==> config.mk <==
export PLATFORM = sky130hd
export DESIGN_NAME = fetch_stage_flat
export DESIGN_NICKNAME = d
export VERILOG_FILES = /design/src/rtl/fetch_stage_if.sv /design/src/rtl/fetch_stage.sv /design/src/flat_wrapper.sv
export SDC_FILE = /design/constraint.sdc
export NUM_CORES = 1
export LEC_CHECK = 0
export CAP_MARGIN = 30
export CORE_AREA = 4 4 140 142
export DETAILED_ROUTE_END_ITERATION = 10
export DIE_AREA = 0 0 144 146
export PLACE_DENSITY = 0.7
export SYNTH_ARGS = -nofsm -noshare
export SYNTH_HDL_FRONTEND = slang
export SYNTH_SLANG_ARGS = --single-unit
==> constraint.sdc <==
create_clock -name i_clk -period 6 [get_ports i_clk]
set_clock_uncertainty 0.1 [all_clocks]
set_input_delay 1.2 -clock i_clk [delete_from_list [all_inputs] [get_ports i_clk]]
set_output_delay 1.2 -clock i_clk [all_outputs]
set_load 0.05 [all_outputs]
==> src/rtl/fetch_stage_if.sv <==
// Signal bundle between the IF stage and its environment: instruction memory,
// hazard/redirect controls from later stages, and the IF/ID register outputs.
interface fetch_stage_if;
  logic [31:0] imem_addr;
  logic [31:0] imem_rdata;
  logic        stall;
  logic        redirect;
  logic [31:0] redirect_pc;
  logic        halt;
  logic [31:0] id_inst;
  logic [31:0] id_pc;
  logic [31:0] id_pc4;
  logic        id_valid;
  logic        misalign;
  logic        halted;
  logic [31:0] fetch_cnt;

  modport master (
    output imem_addr,
    input  imem_rdata,
    input  stall,
    input  redirect,
    input  redirect_pc,
    input  halt,
    output id_inst,
    output id_pc,
    output id_pc4,
    output id_valid,
    output misalign,
    output halted,
    output fetch_cnt
  );

  modport slave (
    input  imem_addr,
    output imem_rdata,
    output stall,
    output redirect,
    output redirect_pc,
    output halt,
    input  id_inst,
    input  id_pc,
    input  id_pc4,
    input  id_valid,
    input  misalign,
    input  halted,
    input  fetch_cnt
  );
endinterface

==> src/rtl/fetch_stage.sv <==
// RV32 IF stage with IF/ID pipeline register: PC ownership, stall, redirect
// with flush, halt-until-reset and a count of delivered instructions.
module fetch_stage #(
  parameter logic [31:0] RESET_PC = 32'h0000_0000,
  parameter logic [31:0] NOP_INST = 32'h0000_0013
) (
  input  logic          i_clk,
  input  logic          i_rst,
  fetch_stage_if.master bus
);

  typedef enum logic [1:0] {StBoot, StRun, StHalt} state_e;

  state_e      state_q, state_d;
  logic [31:0] pc_q, pc_d;
  logic [31:0] id_inst_q, id_inst_d;
  logic [31:0] id_pc_q, id_pc_d;
  logic [31:0] id_pc4_q, id_pc4_d;
  logic        id_valid_q, id_valid_d;
  logic        misalign_q, misalign_d;
  logic [31:0] cnt_q, cnt_d;
  logic [31:0] pc_plus4;

  assign pc_plus4 = pc_q + 32'd4;

  always_comb begin
    state_d    = state_q;
    pc_d       = pc_q;
    id_inst_d  = id_inst_q;
    id_pc_d    = id_pc_q;
    id_pc4_d   = id_pc4_q;
    id_valid_d = id_valid_q;
    misalign_d = 1'b0;
    cnt_d      = cnt_q;
    unique case (state_q)
      StBoot: begin
        state_d    = StRun;
        id_inst_d  = NOP_INST;
        id_valid_d = 1'b0;
      end
      StRun: begin
        if (bus.halt) begin
          state_d    = StHalt;
          id_inst_d  = NOP_INST;
          id_valid_d = 1'b0;
        end else if (bus.redirect) begin
          // Target is force-aligned; the low bits only raise the pulse.
          pc_d       = {bus.redirect_pc[31:2], 2'b00};
          id_inst_d  = NOP_INST;
          id_valid_d = 1'b0;
          misalign_d = |bus.redirect_pc[1:0];
        end else if (!bus.stall) begin
          pc_d       = pc_plus4;
          id_inst_d  = bus.imem_rdata;
          id_pc_d    = pc_q;
          id_pc4_d   = pc_plus4;
          id_valid_d = 1'b1;
          cnt_d      = cnt_q + 32'd1;
        end
      end
      StHalt: begin
        id_inst_d  = NOP_INST;
        id_valid_d = 1'b0;
      end
      default: state_d = StBoot;
    endcase
  end

  always_ff @(posedge i_clk or posedge i_rst) begin
    if (i_rst) begin
      state_q    <= StBoot;
      pc_q       <= RESET_PC;
      id_inst_q  <= NOP_INST;
      id_pc_q    <= 32'd0;
      id_pc4_q   <= 32'd0;
      id_valid_q <= 1'b0;
      misalign_q <= 1'b0;
      cnt_q      <= 32'd0;
    end else begin
      state_q    <= state_d;
      pc_q       <= pc_d;
      id_inst_q  <= id_inst_d;
      id_pc_q    <= id_pc_d;
      id_pc4_q   <= id_pc4_d;
      id_valid_q <= id_valid_d;
      misalign_q <= misalign_d;
      cnt_q      <= cnt_d;
    end
  end

  assign bus.imem_addr = pc_q;
  assign bus.id_inst   = id_inst_q;
  assign bus.id_pc     = id_pc_q;
  assign bus.id_pc4    = id_pc4_q;
  assign bus.id_valid  = id_valid_q;
  assign bus.misalign  = misalign_q;
  assign bus.halted    = (state_q == StHalt);
  assign bus.fetch_cnt = cnt_q;

endmodule

==> src/flat_wrapper.sv <==
// flat-port wrapper written by rule: the top's interface ports become plain ports
module fetch_stage_flat 
#(
  parameter logic [31:0] RESET_PC = 32'h0000_0000,
  parameter logic [31:0] NOP_INST = 32'h0000_0013
)
  (i_clk, i_rst, bus_imem_addr, bus_imem_rdata, bus_stall, bus_redirect, bus_redirect_pc, bus_halt, bus_id_inst, bus_id_pc, bus_id_pc4, bus_id_valid, bus_misalign, bus_halted, bus_fetch_cnt);
  fetch_stage_if bus_i ();
  input  logic i_clk;
  input  logic i_rst;
  output wire logic [$bits(bus_i.imem_addr)-1:0] bus_imem_addr;
  input wire logic [$bits(bus_i.imem_rdata)-1:0] bus_imem_rdata;
  input wire logic [$bits(bus_i.stall)-1:0] bus_stall;
  input wire logic [$bits(bus_i.redirect)-1:0] bus_redirect;
  input wire logic [$bits(bus_i.redirect_pc)-1:0] bus_redirect_pc;
  input wire logic [$bits(bus_i.halt)-1:0] bus_halt;
  output wire logic [$bits(bus_i.id_inst)-1:0] bus_id_inst;
  output wire logic [$bits(bus_i.id_pc)-1:0] bus_id_pc;
  output wire logic [$bits(bus_i.id_pc4)-1:0] bus_id_pc4;
  output wire logic [$bits(bus_i.id_valid)-1:0] bus_id_valid;
  output wire logic [$bits(bus_i.misalign)-1:0] bus_misalign;
  output wire logic [$bits(bus_i.halted)-1:0] bus_halted;
  output wire logic [$bits(bus_i.fetch_cnt)-1:0] bus_fetch_cnt;
  assign bus_imem_addr = bus_i.imem_addr;
  assign bus_i.imem_rdata = bus_imem_rdata;
  assign bus_i.stall = bus_stall;
  assign bus_i.redirect = bus_redirect;
  assign bus_i.redirect_pc = bus_redirect_pc;
  assign bus_i.halt = bus_halt;
  assign bus_id_inst = bus_i.id_inst;
  assign bus_id_pc = bus_i.id_pc;
  assign bus_id_pc4 = bus_i.id_pc4;
  assign bus_id_valid = bus_i.id_valid;
  assign bus_misalign = bus_i.misalign;
  assign bus_halted = bus_i.halted;
  assign bus_fetch_cnt = bus_i.fetch_cnt;
  fetch_stage #(.RESET_PC(RESET_PC), .NOP_INST(NOP_INST)) u_core (.i_clk(i_clk), .i_rst(i_rst), .bus(bus_i));
endmodule
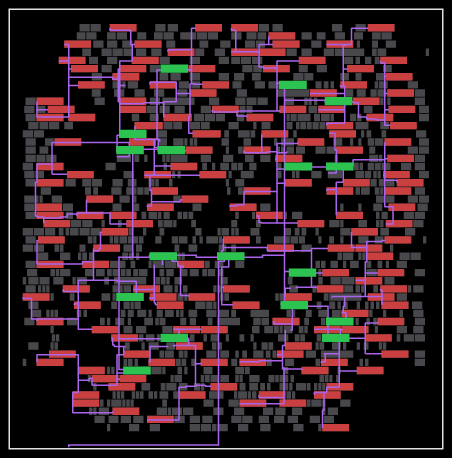
(run_1/clock_wires.png)
Drawn at 3 px/um.
- green: clock-net drivers (count 17)
- purple: clock wires (length 2020 um)
- red: flip-flops (count 158)
- flops lie: all over the die
- routed clock nets: 18
Clk pwr share: 0.223
clk ins delay skew pair: 0.42 ns
Clk power: 1210 uW

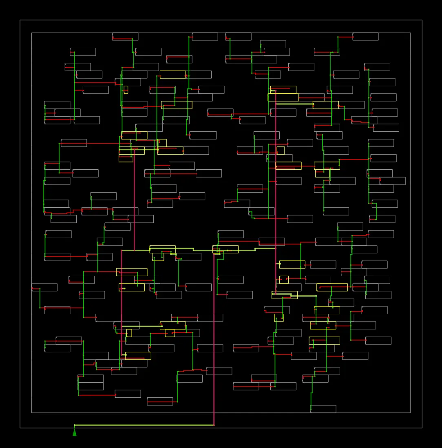
(run_1/clock_nets.png)
CTS sink cnt: 158
FF+latch count: 158

==> qor.yml, run 1 <==
final_timing:
  finalHoldViolations: 0
  worst_pin_slew_ns: 0.976
  fin_crit_sh: 0.637
  setup-tns-final_ns: 0
die:
  dieArea_mm2: 0.0210
  initial_core_util: 0.392
finish:
  final_core_utilization: 0.560
  final_common_cell: "clkdlybuf4s50_1"
  design_area_mm2: 0.0103
worst_setup_path:
  crit_buf_inv: 1
  worst_path_largest_cell_delay_ns: 0.72
  cp-startpoint: "bus_stall"
  rr_startpoint: "u_core.bus.imem_addr[2]"
pwr:
  pwr-share-seq: 0.324
  p_per_area_mw_per_mm2: 525
  power.total_uw: 5430
drt:
  ant_nets: 0
global_routing:
  grt_antenna_before_repair: 0
  busiest_layer: "met2"
  grt_first_pass_wirelength_um: 34100
place:
  dpl_cell_area_mm2: 0.00965
clock_tree:
  cts.clk_slew.worst_paths_ns: 0.06
  clock-root-buffer: "clkbuf_16"
yosys:
  ys_cells: 739
  muxShareOfSynthArea: 0.00138
  ys_top_cells_by_area: "dfrtp_1, nand2_1, xnor2_1, a22o_1, o21ai_0"
run_status:
  outcome: "completed"
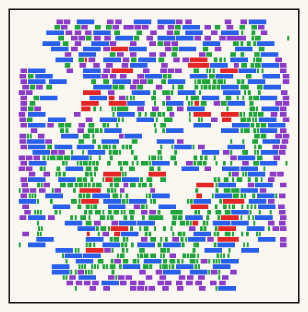
(run_1/class_map.png)
Drawn at 2 px/um.
- blue: registers (cells 158)
- green: remaining logic cells (cells 532)
- red: clock drivers and dummy loads (cells 32)
- purple: remaining buffers and delay cells (cells 234)

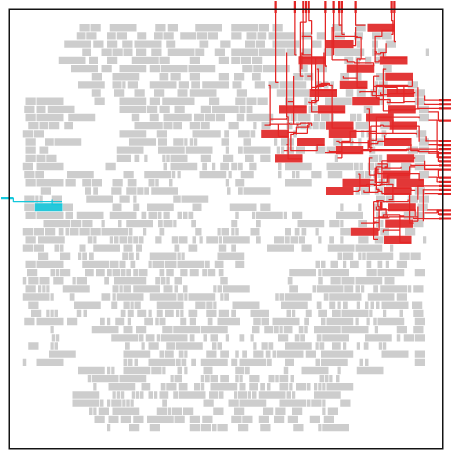
(run_1/port_trees.png)
Drawn at 3 px/um.
- red: bus_fetch_cnt (direction output; edge 20 right, 12 top; end cells 32; buffers 32; wire 1330 um)
- cyan: bus_misalign (direction output; edge left; end cells 1; buffers 1; wire 22.9 um)
Port-buffer cells: 225
io pins: 232

==> run 2, diff against run 1 <==
--- a/config.mk
+++ b/config.mk
@@ -9,7 +9,7 @@
 export CORE_AREA = 4 4 140 142
 export DETAILED_ROUTE_END_ITERATION = 10
 export DIE_AREA = 0 0 144 146
-export PLACE_DENSITY = 0.7
+export PLACE_DENSITY = 0.73
 export SYNTH_ARGS = -nofsm -noshare
 export SYNTH_HDL_FRONTEND = slang
 export SYNTH_SLANG_ARGS = --single-unit
==> constraint.sdc (replaced) <==
create_clock -name i_clk -period 3.25 [get_ports i_clk]
set_clock_uncertainty 0.1 [all_clocks]
set_input_delay 0.65 -clock i_clk [delete_from_list [all_inputs] [get_ports i_clk]]
set_output_delay 0.65 -clock i_clk [all_outputs]
set_load 0.05 [all_outputs]
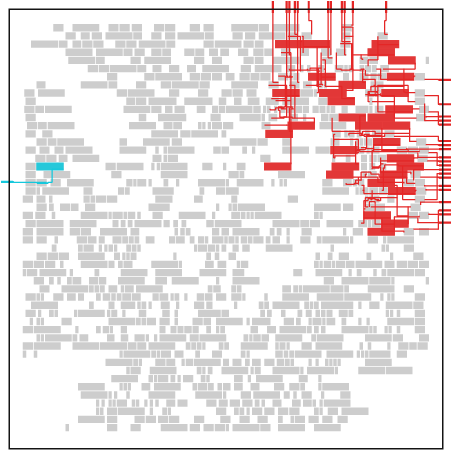
(run_2/port_trees.png)
Drawn at 3 px/um.
- cyan: bus_misalign (direction output; edge left; end cells 1; buffers 1; wire 25.4 um)
- red: bus_fetch_cnt (direction output; edge 20 right, 12 top; end cells 32; buffers 32; wire 1330 um)

==> run 2 against run 1 <==
Wire length rose by 1.1%; worst setup slack got worse by 1.7 ns; non-clock buffer count rose by 14; critical path depth rose by 1; final cell count rose by 1.0%; final area rose by 0.36%; count of clock-buffer cells in the layout did not move; sequential share of layout area fell by 0.14 points; register-to-register slack got worse by 2.7 ns; sequential power rose by 83%; combinational power rose by 87%; die size did not move; largest cell class unchanged.
==> qor.yml, run 2 <==
run_status:
  outcome: "completed"
place:
  dpl_cell_area_mm2: 0.00982
  place_inst: 1172
  port_buffers: 225
global_routing:
  busiest_layer: "met2"
  grt_first_pass_wirelength_um: 35100
  grt_antenna_before_repair: 0
drt:
  ant_nets: 0
  vias: 6360
  wl_met3_um: 1230
clock_tree:
  cts.clk_slew.worst_paths_ns: 0.06
  post_cts_buffers: 0
  clock-root-buffer: "clkbuf_16"
  cts_sinks: 158
  clkLatencyLatePin_ns: 0.42
  cts_tree: "done"
yosys:
  ys_cells: 739
  ys_top_cells_by_area: "dfrtp_1, nand2_1, xnor2_1, a22o_1, o21ai_0"
  muxShareOfSynthArea: 0.00138
  adder_share: 0.00346
finish:
  final_common_cell: "clkdlybuf4s50_1"
  design_area_mm2: 0.0104
  design.seq.count: 158
  nFillCells: 1639
  final_core_utilization: 0.563
worst_setup_path:
  worst_path_largest_cell_delay_ns: 0.57
  rr_startpoint: "u_core.bus.imem_addr[2]"
pwr:
  top_power_group: "combinational cells"
  p_per_area_mw_per_mm2: 940
  power.total_uw: 9760
  clkPwrFrac: 0.198
  clk-power_uw: 1940
final_timing:
  finalHoldViolations: 0
  fin_crit_sh: 0.851
  setup-tns-final_ns: 0
  worst_pin_slew_ns: 0.581
die:
  pin_count: 232
  dieArea_mm2: 0.0210
  initial_core_util: 0.392
  die_h_um: 146
==> run 3, diff against run 2 <==
--- a/config.mk
+++ b/config.mk
@@ -13,3 +13,4 @@
 export SYNTH_ARGS = -nofsm -noshare
 export SYNTH_HDL_FRONTEND = slang
 export SYNTH_SLANG_ARGS = --single-unit
+export TNS_END_PERCENT = 20
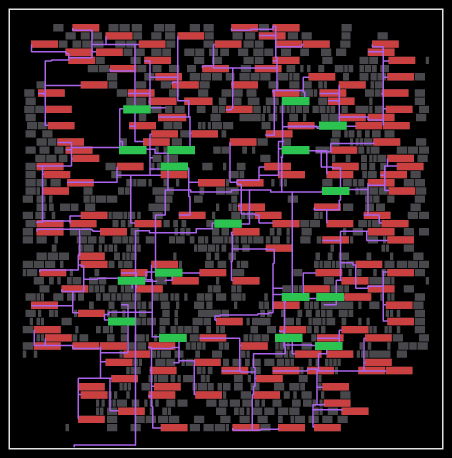
(run_3/clock_wires.png)
Drawn at 3 px/um.
- purple: clock wires (length 2110 um)
- green: clock-net drivers (count 17)
- red: flip-flops (count 158)
- flops lie: all over the die
Clk power: 1940 uW
Clk pwr share: 0.198

==> run 3 against run 2 <==
Count of clock-buffer cells in the layout unchanged; critical path depth unchanged; core utilization stayed put; largest cell class unchanged.
==> qor.yml, run 3 <==
final_timing:
  fin_crit_sh: 0.851
  setup-tns-final_ns: 0
  finalHoldViolations: 0
  worst_pin_slew_ns: 0.581
yosys:
  yosys.area_share.simple: 0.206
  adder_share: 0.00346
  ys_cells: 739
  ys_top_cells_by_area: "dfrtp_1, nand2_1, xnor2_1, a22o_1, o21ai_0"
  compound_area_frac: 0.139
  synth_top_area_share: 0.536
global_routing:
  grt_antenna_before_repair: 0
  busiest_layer: "met2"
  grt_first_pass_wirelength_um: 35100
worst_setup_path:
  crit_buf_inv: 0
  worst_path_largest_cell_delay_ns: 0.57
  rr_startpoint: "u_core.bus.imem_addr[2]"
  cp-startpoint: "u_core.bus.imem_addr[2]"
drt:
  vias_per_cell: 5.29
  wl_met3_um: 1230
  ant_nets: 0
die:
  dieArea_mm2: 0.0210
  pin_count: 232
  die_h_um: 146
  initial_core_util: 0.392
run_status:
  outcome: "completed"
place:
  place_inst: 1172
  port_buffers: 225
  dpl_cell_area_mm2: 0.00982
finish:
  design_area_mm2: 0.0104
  design.seq.count: 158
  nFillCells: 1639
  clk_share: 0.0544
clock_tree:
  cts.clk_slew.worst_paths_ns: 0.06
  post_cts_buffers: 0
  cts_sinks: 158
  cts_tree: "done"
  clock-root-buffer: "clkbuf_16"
  clkLatencyLatePin_ns: 0.42
pwr:
  p_per_area_mw_per_mm2: 940
  top_power_group: "combinational cells"
  power.total_uw: 9760
Power is estimated from default activity; no workload was simulated.
